--- config.mk ---
export PLATFORM = sky130hd
export DESIGN_NAME = ula_serial_ctrl
export DESIGN_NICKNAME = d
export VERILOG_FILES = /design/src/rtl/ula_pkg.sv /design/src/rtl/ula_bit_step.sv /design/src/rtl/ula_serial_ctrl.sv
export SDC_FILE = /design/constraint.sdc
export NUM_CORES = 1
export LEC_CHECK = 0
export CAP_MARGIN = 10
export CORE_UTILIZATION = 30
export CTS_BUF_LIST = sky130_fd_sc_hd__clkbuf_4 sky130_fd_sc_hd__clkbuf_8
export DETAILED_ROUTE_END_ITERATION = 6
export SKIP_LAST_GASP = 1
export SLEW_MARGIN = 30
export SYNTH_ARGS = -nofsm -noshare
export SYNTH_HDL_FRONTEND = slang
export SYNTH_SLANG_ARGS = --single-unit
--- constraint.sdc ---
create_clock -name clk -period 7.8 [get_ports clk]
set_input_delay 2.34 -clock clk [delete_from_list [all_inputs] [get_ports clk]]
set_output_delay 2.34 -clock clk [all_outputs]
set_load 0.02 [all_outputs]
--- src/rtl/ula_pkg.sv ---
// rtl/ula_pkg.sv - shared op encodings and FSM state type for the bit-serial ALU controller
package ula_pkg;

  // ALU function select F1:F0
  typedef enum logic [1:0] {
    OP_AND  = 2'b00,
    OP_OR   = 2'b01,
    OP_NOTB = 2'b10,
    OP_ADD  = 2'b11
  } ula_op_e;

  // Controller FSM states
  typedef enum logic [1:0] {
    ST_IDLE = 2'b00,
    ST_RUN  = 2'b01,
    ST_DONE = 2'b10
  } ula_state_e;

endpackage

--- src/rtl/ula_bit_step.sv ---
// rtl/ula_bit_step.sv - combinational 1-bit ALU slice driven by the serial controller
module ula_bit_step
  import ula_pkg::*;
(
  input  logic    inva,
  input  logic    ena,
  input  logic    enb,
  input  ula_op_e op,
  input  logic    a_i,
  input  logic    b_i,
  input  logic    c_in,
  output logic    r,
  output logic    c_out
);

  logic ap;
  logic bp;

  assign ap = (a_i & ena) ^ inva;
  assign bp = b_i & enb;

  // Per-bit function; carry out is only meaningful for ADD and is forced to 0 otherwise
  always_comb begin
    r     = 1'b0;
    c_out = 1'b0;
    case (op)
      OP_AND:  r = ap & bp;
      OP_OR:   r = ap | bp;
      OP_NOTB: r = ~bp;
      OP_ADD: begin
        r     = ap ^ bp ^ c_in;
        c_out = (ap & bp) | (ap & c_in) | (bp & c_in);
      end
      default: r = 1'b0;
    endcase
  end

endmodule

--- src/rtl/ula_serial_ctrl.sv ---
// rtl/ula_serial_ctrl.sv - bit-serial ALU controller, LSB first; optional flags under ULA_SERIAL_FLAGS_EN
module ula_serial_ctrl
  import ula_pkg::*;
#(
  parameter int WIDTH = 8
) (
  input  logic             clk,
  input  logic             rst_n,
  input  logic             start,
  input  logic [1:0]       op,
  input  logic             inva,
  input  logic             ena,
  input  logic             enb,
  input  logic             cin,
  input  logic [WIDTH-1:0] a,
  input  logic [WIDTH-1:0] b,
  output logic             busy,
  output logic             done,
  output logic [WIDTH-1:0] result,
  output logic             cout,
  output logic             zero,
  output logic             neg
);

  localparam int IW = $clog2(WIDTH);
  localparam logic [IW-1:0] LAST_IDX = IW'(WIDTH - 1);

  ula_state_e       state;
  ula_op_e          op_sh;
  logic [WIDTH-1:0] a_sh;
  logic [WIDTH-1:0] b_sh;
  logic [WIDTH-1:0] r_sh;
  logic             inva_sh;
  logic             ena_sh;
  logic             enb_sh;
  logic             carry;
  logic [IW-1:0]    idx;

  logic             bit_r;
  logic             bit_c;
  logic             last_bit;
  logic [WIDTH-1:0] res_next;

  // Result bits enter at the MSB so the LSB-first stream lands in order after WIDTH shifts
  assign res_next = {bit_r, r_sh[WIDTH-1:1]};
  assign last_bit = (state == ST_RUN) && (idx == LAST_IDX);

  ula_bit_step u_step (
    .inva  (inva_sh),
    .ena   (ena_sh),
    .enb   (enb_sh),
    .op    (op_sh),
    .a_i   (a_sh[idx]),
    .b_i   (b_sh[idx]),
    .c_in  (carry),
    .r     (bit_r),
    .c_out (bit_c)
  );

  // Control FSM; the edge leaving DONE doubles as an IDLE sampling edge so a held start
  // restarts immediately and back-to-back operations take WIDTH+1 cycles each
  always_ff @(posedge clk or negedge rst_n) begin
    if (!rst_n) begin
      state   <= ST_IDLE;
      op_sh   <= OP_AND;
      a_sh    <= '0;
      b_sh    <= '0;
      r_sh    <= '0;
      inva_sh <= 1'b0;
      ena_sh  <= 1'b0;
      enb_sh  <= 1'b0;
      carry   <= 1'b0;
      idx     <= '0;
      busy    <= 1'b0;
      done    <= 1'b0;
      result  <= '0;
      cout    <= 1'b0;
    end else begin
      case (state)
        ST_IDLE, ST_DONE: begin
          done <= 1'b0;
          if (start) begin
            op_sh   <= ula_op_e'(op);
            a_sh    <= a;
            b_sh    <= b;
            inva_sh <= inva;
            ena_sh  <= ena;
            enb_sh  <= enb;
            carry   <= (ula_op_e'(op) == OP_ADD) ? cin : 1'b0;
            idx     <= '0;
            busy    <= 1'b1;
            state   <= ST_RUN;
          end else begin
            state <= ST_IDLE;
          end
        end
        ST_RUN: begin
          r_sh  <= res_next;
          carry <= bit_c;
          if (last_bit) begin
            result <= res_next;
            cout   <= bit_c;
            idx    <= '0;
            busy   <= 1'b0;
            done   <= 1'b1;
            state  <= ST_DONE;
          end else begin
            idx <= idx + IW'(1);
          end
        end
        default: state <= ST_IDLE;
      endcase
    end
  end

`ifdef ULA_SERIAL_FLAGS_EN
  // Status flags captured from the final result on the DONE-entry edge only
  always_ff @(posedge clk or negedge rst_n) begin
    if (!rst_n) begin
      zero <= 1'b0;
      neg  <= 1'b0;
    end else if (last_bit) begin
      zero <= (res_next == '0);
      neg  <= res_next[WIDTH-1];
    end
  end
`else
  assign zero = 1'b0;
  assign neg  = 1'b0;
`endif

endmodule
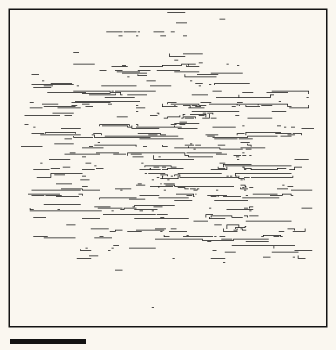
Figure 1: the metal 1 layer.
Bar = 20 um.
- nets with wire on the layer: 174
- longest straight run: 20.7 um
- main direction: horizontal

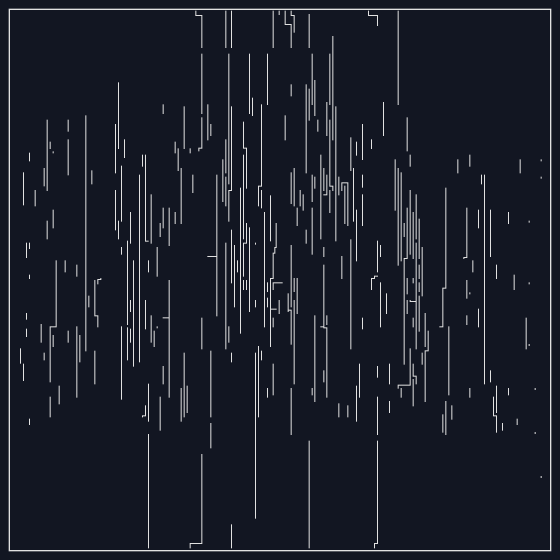
Figure 2: the metal 2 layer.
- wire length on this layer: 1580 um
- longest straight run: 36.4 um
- main direction: vertical
- nets with wire on the layer: 189

==> results.json <==
{
  "ys_ff": 45,
  "powerDensity_nw_per_um2": 410,
  "leakage_nw": 1.10,
  "holdCritPathClass": "reg -> reg",
  "fin_nets": 218,
  "clockBufferDepth": 2,
  "min_period_ns": 3.62,
  "ant_nets": 0,
  "warnings": 28,
  "worstMarginPinSlew_ns": 0.731,
  "antenna_found_initial": 0,
  "critPathSlowestCell": "clkdlybuf4s50_1",
  "initial_core_util": 0.312,
  "ys_warn_count": 0,
  "setup_tns_ns": 0,
  "synth_area_um2": 1990,
  "start_kind": "register",
  "criticalPathCategory": "reg -> out",
  "maxSlewViolCount": 0,
  "htreeDepth": 2,
  "die_area_um2": 6970,
  "gr-usage-all-layers": 0.116,
  "die_h_um": 83.5,
  "outcome": "complete, no violations",
  "drt_pass1_iterations": 4,
  "cts_buffers": 5,
  "fillers": 629,
  "vias": 1230,
  "ys.flop_type": "dfrtp_1",
  "dpl_cell_area_um2": 2390,
  "portBuffers": 35,
  "yosys_area_um2": 1990,
  "hold_start": "r_sh[1]",
  "synthCells": 154,
  "antenna_cells": 0,
  "yosysUniqueCellTypes": 31,
  "edf_count": 0,
  "via_per_inst": 4.62,
  "place_hpwl_mm": 2.29,
  "max_freq_mhz": 276,
  "first_iter_violations": 59,
  "vdd_drop_max_uv": 203,
  "max_cap_violations": 0,
  "clkTransAtPathRegs_ns": 0.09,
  "rsz0062_at_grt": "no",
  "routed_wirelength_mm": 3.35,
  "coreArea_um2": 6390,
  "ctsResizeCount": 0,
  "rows": 29,
  "ys_cells": 154,
  "drive_gt1_frac": 0.254,
  "cts_setup_buffers": 0,
  "max-slew-margin-rel": 0.512,
  "ios": 38,
  "reg2reg_from": "idx[0]",
  "finalHoldViolCount": 0,
  "clkLatencyLatePin_ns": 0.30,
  "setup.worst_path.start": "done",
  "synthTopCellsByArea": "dfrtp_1, mux2_2, nand2_1",
  "grt_max_degree": 46,
  "synth.top_cell.area_share": 0.565,
  "cp_cell_sequence": "clkdlybuf4s50_1",
  "post-route-drc-count": 0,
  "end_kind": "output pin",
  "power.total_mw": 1.03
}
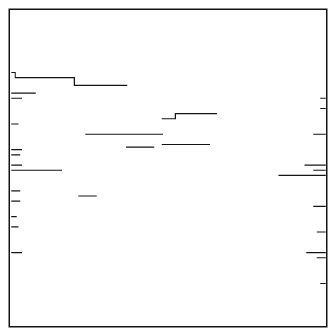
Figure 3: met3 routing.
- longest straight run: 20.2 um
- nets with wire on the layer: 26
- share of all routed wire: 5.1%
- wire length on this layer: 173 um

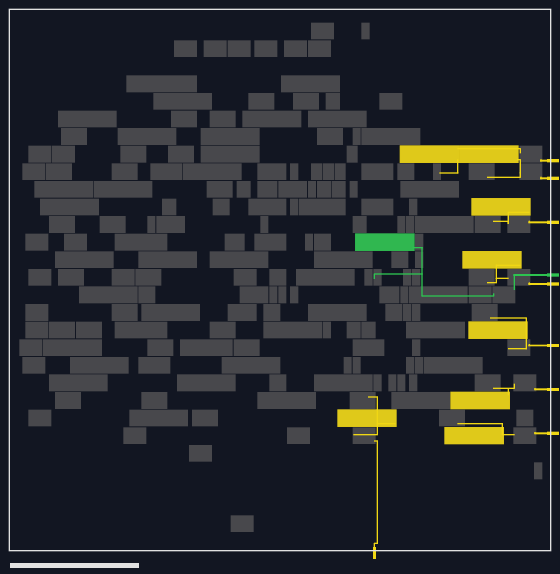
Figure 4: wires at chosen ports, followed through buffers.
Bar = 20 um.
- yellow: result (direction output; edge 7 east, 1 south; end cells 8; buffers 8; wire 117 um)
- green: done (direction output; edge east; end cells 1; buffers 1; wire 35.8 um)

## sequential cells by signal (all words and copies together) (netlist names), 2 cells and up
| register | flops |
|---|---|
| state | 2 |
| result | 8 |
| op_sh | 2 |
| r_sh | 7 |
| b_sh | 8 |
| idx | 3 |
| a_sh | 8 |
## report_power, final
group / switching, mW / internal [mW] / total, mW / leakage [nW]
Clock: 0.0789 / 0.104 / 0.183 / 0.0574
Sequential: 0.0815 / 0.345 / 0.426 / 0.550
Combinational: 0.188 / 0.232 / 0.420 / 0.490
Total: 0.348 / 0.681 / 1.03 / 1.10
## routing by layer
layer	wire length, um	global-route usage	part of all wire
met1	1580	0.154	0.47
met2	1580	0.175	0.47
met3	172	0.0475	0.051
met4	16	0.0324	0.0048
met5	0	0	0
## layout make-up
class | count | area [um^2] | share of cell area
clock buffer | 6 | 82.6 | 0.0329
tap | 77 | 96.3 | 0.0384
clock inverter | 2 | 37.5 | 0.0150
sequential | 45 | 1130 | 0.449
inverter | 4 | 15.0 | 0.00599
multi-input combinational | 96 | 795 | 0.317
timing repair buffer | 36 | 355 | 0.142
## path summary, 6_finish.rpt
path,endpoint,slack (ns),cells past startpoint
worst max-delay path,done,4.18,1
worst min-delay path,r_sh[1],0.48,2
worst max register to register,r_sh[7],4.84,8
worst min register to register,r_sh[1],0.48,2
max in group asynchronous,a_sh[2],5.39,1
min in group asynchronous,result[1],2.02,1
## cell families after synthesis
kind of cell             count (synthesis)  synth area share
buffers and inverters                   14            0.0389
multiplexers                            34             0.209
AND-OR/OR-AND                           14            0.0528
flip-flops                              45             0.565
XOR/XNOR                                 2            0.0126
AND/OR/NAND/NOR                         39            0.0842
adder cells (fa/ha/maj)                  5            0.0352
other                                    1           0.00188
## per-stage QoR
step           hold WS (ns)  cells  worst slack [ns]
2_1_floorplan         0.442    155              4.42
3_5_place_dp          0.463    258              4.02
5_1_grt               0.504    266              4.12
3_3_place_gp          0.461    258              4.04
4_1_cts               0.485    266              4.16
6_report              0.481    266              4.18
## cell usage after synthesis (2+ instances only)
cell,n
clkbuf_1,4
buf_4,2
nand2_1,27
a21o_1,2
buf_2,2
mux2_2,31
nand2b_1,2
inv_1,4
nor2b_1,2
nor2_1,3
a21oi_1,2
ha_1,4
dfrtp_1,45
buf_6,2
o31ai_1,4
mux4_2,3
Power is estimated from default activity; no workload was simulated.
